===== src/rtl/spike_count_collector_pkg.sv =====
// -----------------------------------------------------------------------------
// spike_count_collector_pkg
//
// Purpose:
//   Shared sizing constants and types for the spike-count datapath. The
//   activation unit and the spike-count collector both import this package, so
//   the frame layout and the derived widths stay consistent between them.
//
// Contents:
//   NUM_LANES    neurons (lanes) per spike frame
//   TIMER_WIDTH  width of one spike count
//   FIFO_DEPTH   frames buffered by the collector (power of two, >= 2)
//   LANE_WIDTH   width of a lane index, never less than one bit
//   PTR_WIDTH    log2(FIFO_DEPTH)
//   FRAME_WIDTH  width of one packed frame, lane i at [i*TIMER_WIDTH +: TIMER_WIDTH]
//   beat_t       one outgoing lane beat as presented to the readout side
// -----------------------------------------------------------------------------
package spike_count_collector_pkg;

    localparam int NUM_LANES   = 3;
    localparam int TIMER_WIDTH = 5;
    localparam int FIFO_DEPTH  = 4;

    // $clog2(1) is 0, but a lane index still needs a physical bit, so the
    // result is clamped to one.
    function automatic int clog2Min1(input int value);
        int width;
        width = $clog2(value);
        return (width < 1) ? 1 : width;
    endfunction

    localparam int LANE_WIDTH  = clog2Min1(NUM_LANES);
    localparam int PTR_WIDTH   = $clog2(FIFO_DEPTH);
    localparam int FRAME_WIDTH = NUM_LANES * TIMER_WIDTH;

    typedef logic [TIMER_WIDTH-1:0] spike_count_t;

    typedef struct packed {
        logic                  valid;
        logic                  last;
        logic [LANE_WIDTH-1:0] lane;
        spike_count_t          count;
    } beat_t;

endpackage : spike_count_collector_pkg


===== src/rtl/spike_count_collector_fifo.sv =====
// -----------------------------------------------------------------------------
// spike_frame_fifo
//
// Purpose:
//   Generic DEPTH x WIDTH register FIFO holding whole spike frames. The read
//   side exposes the head entry directly (first-word fall-through), so the
//   consumer can slice lanes out of the head frame without a read latency.
//
// Ports:
//   clk       in   system clock, rising edge
//   rstn      in   asynchronous active-low reset; empties the FIFO
//   push      in   write pushData this edge (ignored when full without pop)
//   pop       in   discard the head entry this edge (ignored when empty)
//   pushData  in   WIDTH-bit entry to write
//   full      out  all DEPTH entries occupied
//   empty     out  no entries occupied
//   count     out  number of occupied entries, 0..DEPTH
//   head      out  oldest entry (undefined content when empty)
// -----------------------------------------------------------------------------
module spike_frame_fifo
    import spike_count_collector_pkg::*;
#(
    parameter int DEPTH = FIFO_DEPTH,
    parameter int WIDTH = FRAME_WIDTH,
    parameter int PW    = $clog2(DEPTH)
) (
    input  logic             clk,
    input  logic             rstn,
    input  logic             push,
    input  logic             pop,
    input  logic [WIDTH-1:0] pushData,
    output logic             full,
    output logic             empty,
    output logic [PW:0]      count,
    output logic [WIDTH-1:0] head
);

    logic [WIDTH-1:0] mem_q [DEPTH];
    logic [PW:0]      wrPtr_q, wrPtr_d;
    logic [PW:0]      rdPtr_q, rdPtr_d;
    logic             doPush;
    logic             doPop;

    // Pointers carry one extra wrap bit: equal pointers mean empty, equal
    // index bits with differing wrap bits mean full.
    assign empty = (wrPtr_q == rdPtr_q);
    assign full  = (wrPtr_q[PW] != rdPtr_q[PW]) &&
                   (wrPtr_q[PW-1:0] == rdPtr_q[PW-1:0]);
    assign count = wrPtr_q - rdPtr_q;
    assign head  = mem_q[rdPtr_q[PW-1:0]];

    // A push into a full FIFO is only legal when the head leaves on the same
    // edge; the write then lands in the slot being vacated.
    always_comb begin
        doPop   = pop && !empty;
        doPush  = push && (!full || doPop);
        wrPtr_d = wrPtr_q;
        rdPtr_d = rdPtr_q;
        if (doPush) begin
            wrPtr_d = wrPtr_q + 1'b1;
        end
        if (doPop) begin
            rdPtr_d = rdPtr_q + 1'b1;
        end
    end

    // Pointer registers.
    always_ff @(posedge clk or negedge rstn) begin
        if (!rstn) begin
            wrPtr_q <= '0;
            rdPtr_q <= '0;
        end else begin
            wrPtr_q <= wrPtr_d;
            rdPtr_q <= rdPtr_d;
        end
    end

    // Frame storage; cleared on reset so the head reads as zero afterwards.
    always_ff @(posedge clk or negedge rstn) begin
        if (!rstn) begin
            for (int i = 0; i < DEPTH; i++) begin
                mem_q[i] <= '0;
            end
        end else if (doPush) begin
            mem_q[wrPtr_q[PW-1:0]] <= pushData;
        end
    end

endmodule : spike_frame_fifo


===== src/rtl/spike_count_collector.sv =====
// -----------------------------------------------------------------------------
// spike_count_collector
//
// Purpose:
//   Sits downstream of the activation unit. On every capture strobe the
//   per-neuron spike counts of the finished interval are stored as one frame in
//   a small frame FIFO. Buffered frames are then streamed out one lane per beat
//   over a valid/ready interface, so interval cadence is decoupled from readout
//   back-pressure. A capture that finds no room is dropped and flagged through a
//   sticky overflow bit.
//
// Ports:
//   clk              in   system clock, rising edge
//   rstn             in   asynchronous active-low reset
//   capture          in   one-cycle strobe, spike_counts_in is final
//   spike_counts_in  in   NUM_LANES*TIMER_WIDTH, lane i at [i*TIMER_WIDTH +: TIMER_WIDTH]
//   out_valid        out  a beat is available
//   out_ready        in   consumer accepts the beat
//   out_count        out  spike count of the current lane
//   out_lane         out  lane index of the current beat
//   out_last         out  high on the beat for lane NUM_LANES-1
//   frames_pending   out  frames held, including the one being streamed
//   overflow         out  sticky, a capture was dropped
//   clear_overflow   in   synchronous clear of overflow (a same-edge drop wins)
//
// Every output is decoded from registers only; capture and out_ready only
// influence next-state logic.
// -----------------------------------------------------------------------------
module spike_count_collector
    import spike_count_collector_pkg::*;
#(
    parameter int NUM_LANES   = spike_count_collector_pkg::NUM_LANES,
    parameter int TIMER_WIDTH = spike_count_collector_pkg::TIMER_WIDTH,
    parameter int FIFO_DEPTH  = spike_count_collector_pkg::FIFO_DEPTH,
    parameter int PTR_WIDTH   = $clog2(FIFO_DEPTH),
    parameter int LANE_WIDTH  = clog2Min1(NUM_LANES)
) (
    input  logic                             clk,
    input  logic                             rstn,
    input  logic                             capture,
    input  logic [NUM_LANES*TIMER_WIDTH-1:0] spike_counts_in,
    output logic                             out_valid,
    input  logic                             out_ready,
    output logic [TIMER_WIDTH-1:0]           out_count,
    output logic [LANE_WIDTH-1:0]            out_lane,
    output logic                             out_last,
    output logic [PTR_WIDTH:0]               frames_pending,
    output logic                             overflow,
    input  logic                             clear_overflow
);

    localparam int FW = NUM_LANES * TIMER_WIDTH;
    localparam logic [LANE_WIDTH-1:0] LAST_LANE = LANE_WIDTH'(NUM_LANES - 1);

    logic [LANE_WIDTH-1:0]  lane_q, lane_d;
    logic                   overflow_q, overflow_d;

    logic                   fifoFull;
    logic                   fifoEmpty;
    logic [PTR_WIDTH:0]     fifoCount;
    logic [FW-1:0]          headFrame;

    logic                   beatValid;
    logic                   laneIsLast;
    logic                   transfer;
    logic                   popFrame;
    logic                   acceptCapture;
    logic                   dropCapture;
    logic [TIMER_WIDTH-1:0] laneCount;

    spike_frame_fifo #(
        .DEPTH (FIFO_DEPTH),
        .WIDTH (FW),
        .PW    (PTR_WIDTH)
    ) u_frameFifo (
        .clk      (clk),
        .rstn     (rstn),
        .push     (acceptCapture),
        .pop      (popFrame),
        .pushData (spike_counts_in),
        .full     (fifoFull),
        .empty    (fifoEmpty),
        .count    (fifoCount),
        .head     (headFrame)
    );

    // Handshake decode. A full FIFO still accepts a capture when the last
    // beat of the head frame leaves on the same edge, freeing a slot.
    always_comb begin
        beatValid     = !fifoEmpty;
        laneIsLast    = (lane_q == LAST_LANE);
        transfer      = beatValid && out_ready;
        popFrame      = transfer && laneIsLast;
        acceptCapture = capture && (!fifoFull || popFrame);
        dropCapture   = capture && !acceptCapture;
    end

    // Lane counter: advances on each transfer, wraps to lane 0 with the pop.
    always_comb begin
        lane_d = lane_q;
        if (transfer) begin
            lane_d = laneIsLast ? '0 : lane_q + 1'b1;
        end
    end

    // Sticky overflow; a drop on the same edge as a clear keeps the flag set.
    always_comb begin
        overflow_d = overflow_q;
        if (dropCapture) begin
            overflow_d = 1'b1;
        end else if (clear_overflow) begin
            overflow_d = 1'b0;
        end
    end

    always_ff @(posedge clk or negedge rstn) begin
        if (!rstn) begin
            lane_q     <= '0;
            overflow_q <= 1'b0;
        end else begin
            lane_q     <= lane_d;
            overflow_q <= overflow_d;
        end
    end

    // Lane mux over the head frame, written as a compare loop so lane indices
    // beyond NUM_LANES-1 can never select outside the frame.
    always_comb begin
        laneCount = '0;
        for (int i = 0; i < NUM_LANES; i++) begin
            if (lane_q == LANE_WIDTH'(i)) begin
                laneCount = headFrame[i*TIMER_WIDTH +: TIMER_WIDTH];
            end
        end
    end

    // Beat fields are forced to zero while idle so a drained FIFO does not
    // expose a stale head frame.
    always_comb begin
        out_valid      = beatValid;
        out_count      = beatValid ? laneCount : '0;
        out_lane       = beatValid ? lane_q : '0;
        out_last       = beatValid && laneIsLast;
        frames_pending = fifoCount;
        overflow       = overflow_q;
    end

endmodule : spike_count_collector


===== config.mk =====
export PLATFORM = sky130hd
export DESIGN_NAME = spike_count_collector
export DESIGN_NICKNAME = d
export VERILOG_FILES = /design/src/rtl/spike_count_collector_pkg.sv /design/src/rtl/spike_count_collector_fifo.sv /design/src/rtl/spike_count_collector.sv
export SDC_FILE = /design/constraint.sdc
export NUM_CORES = 1
export LEC_CHECK = 0
export CAP_MARGIN = 30
export CELL_PAD_IN_SITES_DETAIL_PLACEMENT = 0
export CELL_PAD_IN_SITES_GLOBAL_PLACEMENT = 1
export CORE_ASPECT_RATIO = 1.2
export CORE_UTILIZATION = 30
export CTS_BUF_LIST = sky130_fd_sc_hd__clkbuf_8
export DETAILED_ROUTE_END_ITERATION = 7
export GPL_ROUTABILITY_DRIVEN = 0
export GPL_TIMING_DRIVEN = 0
export PLACE_DENSITY_LB_ADDON = 0.1
export SKIP_CTS_REPAIR_TIMING = 1
export SLEW_MARGIN = 0
export SYNTH_ARGS = -nofsm -noshare
export SYNTH_HDL_FRONTEND = slang
export SYNTH_SLANG_ARGS = --single-unit

===== constraint.sdc =====
create_clock -name clk -period 6.22 [get_ports clk]
set_input_delay 1.244 -clock clk [delete_from_list [all_inputs] [get_ports clk]]
set_output_delay 1.244 -clock clk [all_outputs]
set_load 0.005 [all_outputs]

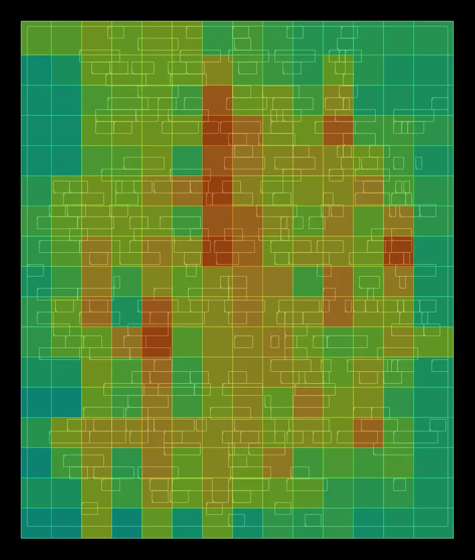
**Above:** run 1 (congestion heat map).
All-Layer GR Usage: 0.146
GR peak layer: met2
met1 GRT Util: 0.195

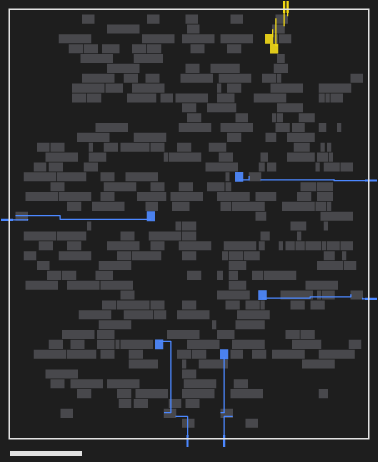
**Above:** run 1 (port wiring).
The bar under the picture is 20 um long.
- out_count: blue (bits 5; direction output; edge 2 right, 2 bottom, 1 left; end cells 5; buffers 5; wire 160 um)
- out_lane: yellow (bits 2; direction output; edge top; end cells 2; buffers 2; wire 15.5 um)

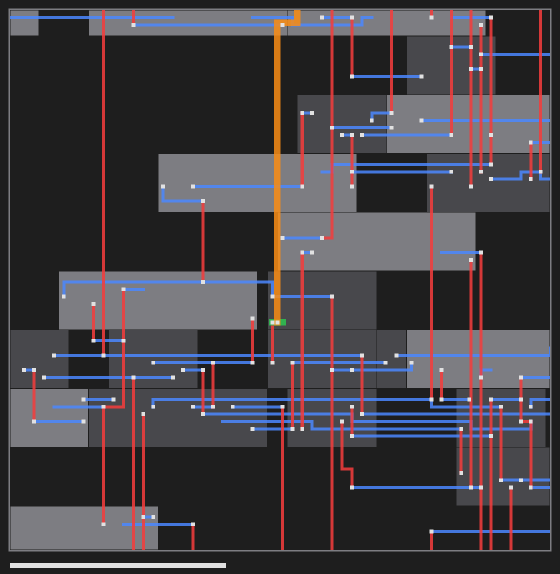
**Above:** run 1 (close-up of the layout).
The bar under the picture is 10 um long. Window x 12 to 37, y 17 to 42 um. Cells in gray, sequential cells in the stronger gray; small squares are vias.
- metal 2: red
- metal 3: green
- metal 4: orange
- metal 1: blue
- sequential cells in the window: 6
- cells with their middle in the window: 18
- netlist names of flops here include: u_frameFifo.mem_q (6)
- most frequent: mux2_2 (6), dfrtp_1 (6), mux4_2 (3)

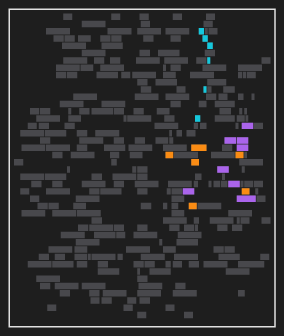
**Above:** run 1 (gate-type map).
- adder and majority cells: purple (cells 8; most used ha_1; where right middle)
- XOR/XNOR gates: orange (cells 6; most used xnor2_1)
- NOR gates: cyan (cells 6; most used nor2b_1; where top right)
multi-input gate share of total cell area: 0.371
most numerous logic cell after layout: dfrtp_1
Final Non-Filler Cells: 404

==> ci_impl_report.md, run 1 <==
## PnR job results

| Metric | Value |
|---|---|
| CTS tree | `done` |
| Switching share of total power | `0.336` |
| Antenna Nets Post-Route | `0` |
| Clock Skew | `a little over 0.008 ns` |
| Antenna cell count | `0` |
| Family with the most delay on the worst path | `buffers and inverters` |
| Yosys adder share | `0.0319` |
| Worst setup startpoint | `u_frameFifo.rdPtr_q[1]` |
| Invs w/o clock | `14` |
| DR vias/cell | `4.78` |
| Max FFs per register | `roughly 60` |
| DRC | `0` |
| Yosys simple share | `0.0278` |
| Reg area | `between 1500 and 2000 um2` |
| Most frequent CP cell | `buf_2` |
| FF-to-FF path depth | `9` |
| Clock buffers and inverters, area share | `0.0467` |
| Min-delay src | `u_frameFifo.mem_q[7]` |
| Die y size | `roughly 120 um` |
| Final Hold Vio Count | `0` |
| Post-synth cell types | `28` |
| First-pass GRT wire length | `roughly 12,000 um` |
| H-Tree Depth | `3` |
| Mapped Cells | `~220` |
| DIE AREA | `11,700 um2` |
| HPWL after detailed placement | `around 5100 um` |
| Stage-log warning count | `30` |
| Pwr top | `combinational logic` |
| First-iteration detailed-routing DRC count | `~54` |
| Total power | `between 2000 and 2500 uW` |
| Fp util | `0.307` |
| Worst-Margin Slew | `approximately 0.65 ns` |
| Largest cell class | `flip-flops and latches` |
| Tap Count | `approximately 130` |
| Yosys warns | `0` |
| Final setup vio count | `0` |
| Num sequential | `between 60 and 70` |
| Max-area cell share | `0.512` |
| Status | `finished clean` |
| Max-Cap Viols | `0` |
| Synth mux share | `0.329` |
| Critical path's slowest cell | `clkdlybuf4s50_1` |
| Clock Path Buffers | `2` |
| Top flop regs | `u_frameFifo.mem_q x60, u_frameFifo.rdPtr_q x3, u_frameFifo.wrPtr_q x3` |
| Async SR Flop Fraction | `1.00` |
| Clk Latency, worst-skew pair | `roughly 0.35 ns` |
| Area of the mapped netlist | `between 3000 and 4000 um2` |
| Die W | `around 99 um` |
| Fill count | `approximately 1.1k` |
--- run 2 (diff from run 1) ---
- clock period: 6.22 -> 4.5 ns (I/O delays scaled with it)
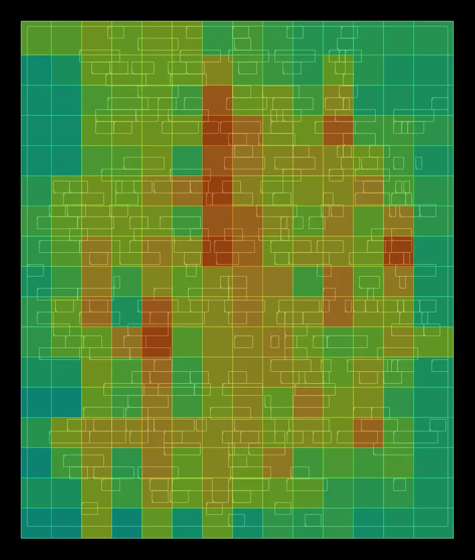
**Above:** run 2 (congestion heat map).
met2 Resource Use GR: 0.226
post-layout util: 0.371
met3 Use GR: 0.0327

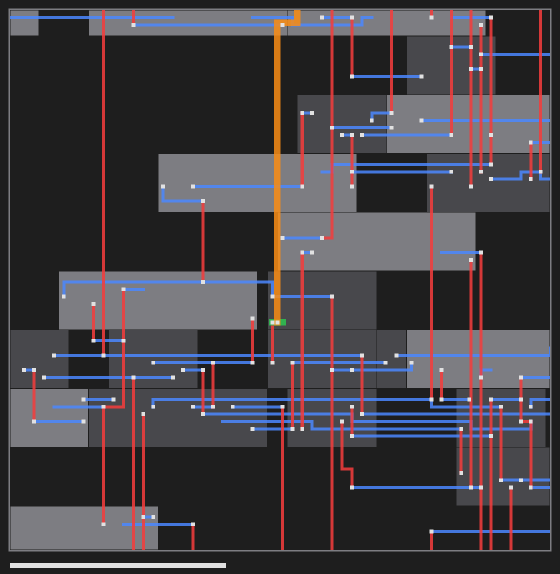
**Above:** run 2 (close-up of the layout).
The bar under the picture is 10 um long. Window x 12 to 37, y 17 to 42 um. Cells in gray, sequential cells in the stronger gray; small squares are vias.
- metal 2: red
- metal 1: blue
- metal 4: orange
- metal 3: green
- netlist names of flops here include: u_frameFifo.mem_q (6)
- sequential cells in the window: 6
- most frequent: mux2_2 (6), dfrtp_1 (6), mux4_2 (3)
- cells with their middle in the window: 18

==> run 2 against run 1 <==
Net effect: area after synthesis did not move; clock-buffer cell count is the same; clock skew did not move; die area unchanged; first-iteration DRC count is the same; sequential power grew 38%; power increased by 38%; synthesized cell count did not move; hold slack worse by 0.089 ns; via count is the same; critical path type unchanged; largest power group unchanged.
==> ci_impl_report.md, run 2 <==
## PnR job results

| Metric | Value |
|---|---|
| Synth mux share | `0.329` |
| H-Tree Depth | `3` |
| GR peak layer | `met2` |
| Switching share of total power | `0.336` |
| Most numerous logic cell after layout | `dfrtp_1` |
| Multi-input gate share of total cell area | `0.371` |
| Fill count | `approximately 1.1k` |
| Final Non-Filler Cells | `between 400 and 500` |
| Status | `finished clean` |
| Die W | `slightly below 100 um` |
| DRC | `0` |
| Tap Count | `132` |
| Pwr top | `combinational logic` |
| Max-area cell share | `0.512` |
| Largest cell class | `flip-flops and latches` |
| Yosys warns | `0` |
| All-Layer GR Usage | `0.146` |
| First-pass GRT wire length | `12,200 um` |
| Met1 GRT Util | `0.195` |
| Max FFs per register | `60` |
| Worst setup startpoint | `u_frameFifo.rdPtr_q[1]` |
| Critical path's slowest cell | `clkdlybuf4s50_1` |
| Max-Cap Viols | `0` |
| Clock Path Buffers | `2` |
| Fp util | `0.307` |
| Top flop regs | `u_frameFifo.mem_q x60, u_frameFifo.rdPtr_q x3, u_frameFifo.wrPtr_q x3` |
| Die y size | `between 100 and 150 um` |
| HPWL after detailed placement | `about 5100 um` |
| Clock buffers and inverters, area share | `0.0467` |
| Antenna cell count | `0` |
| Antenna Nets Post-Route | `0` |
| Final Hold Vio Count | `0` |
| Invs w/o clock | `14` |
| Total power | `between 3000 and 4000 uW` |
| Num sequential | `slightly below 70` |
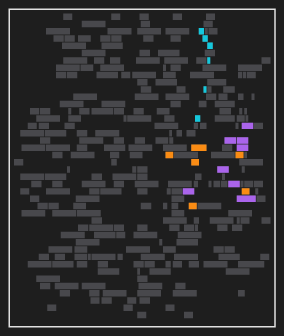
**Above:** run 2 (gate-type map).
- NOR gates: cyan (cells 6; most used nor2b_1; where top right)
- adder and majority cells: purple (cells 8; most used ha_1; where right middle)
- XOR/XNOR gates: orange (cells 6; most used xnor2_1)

Power and IR drop assume default switching activity.
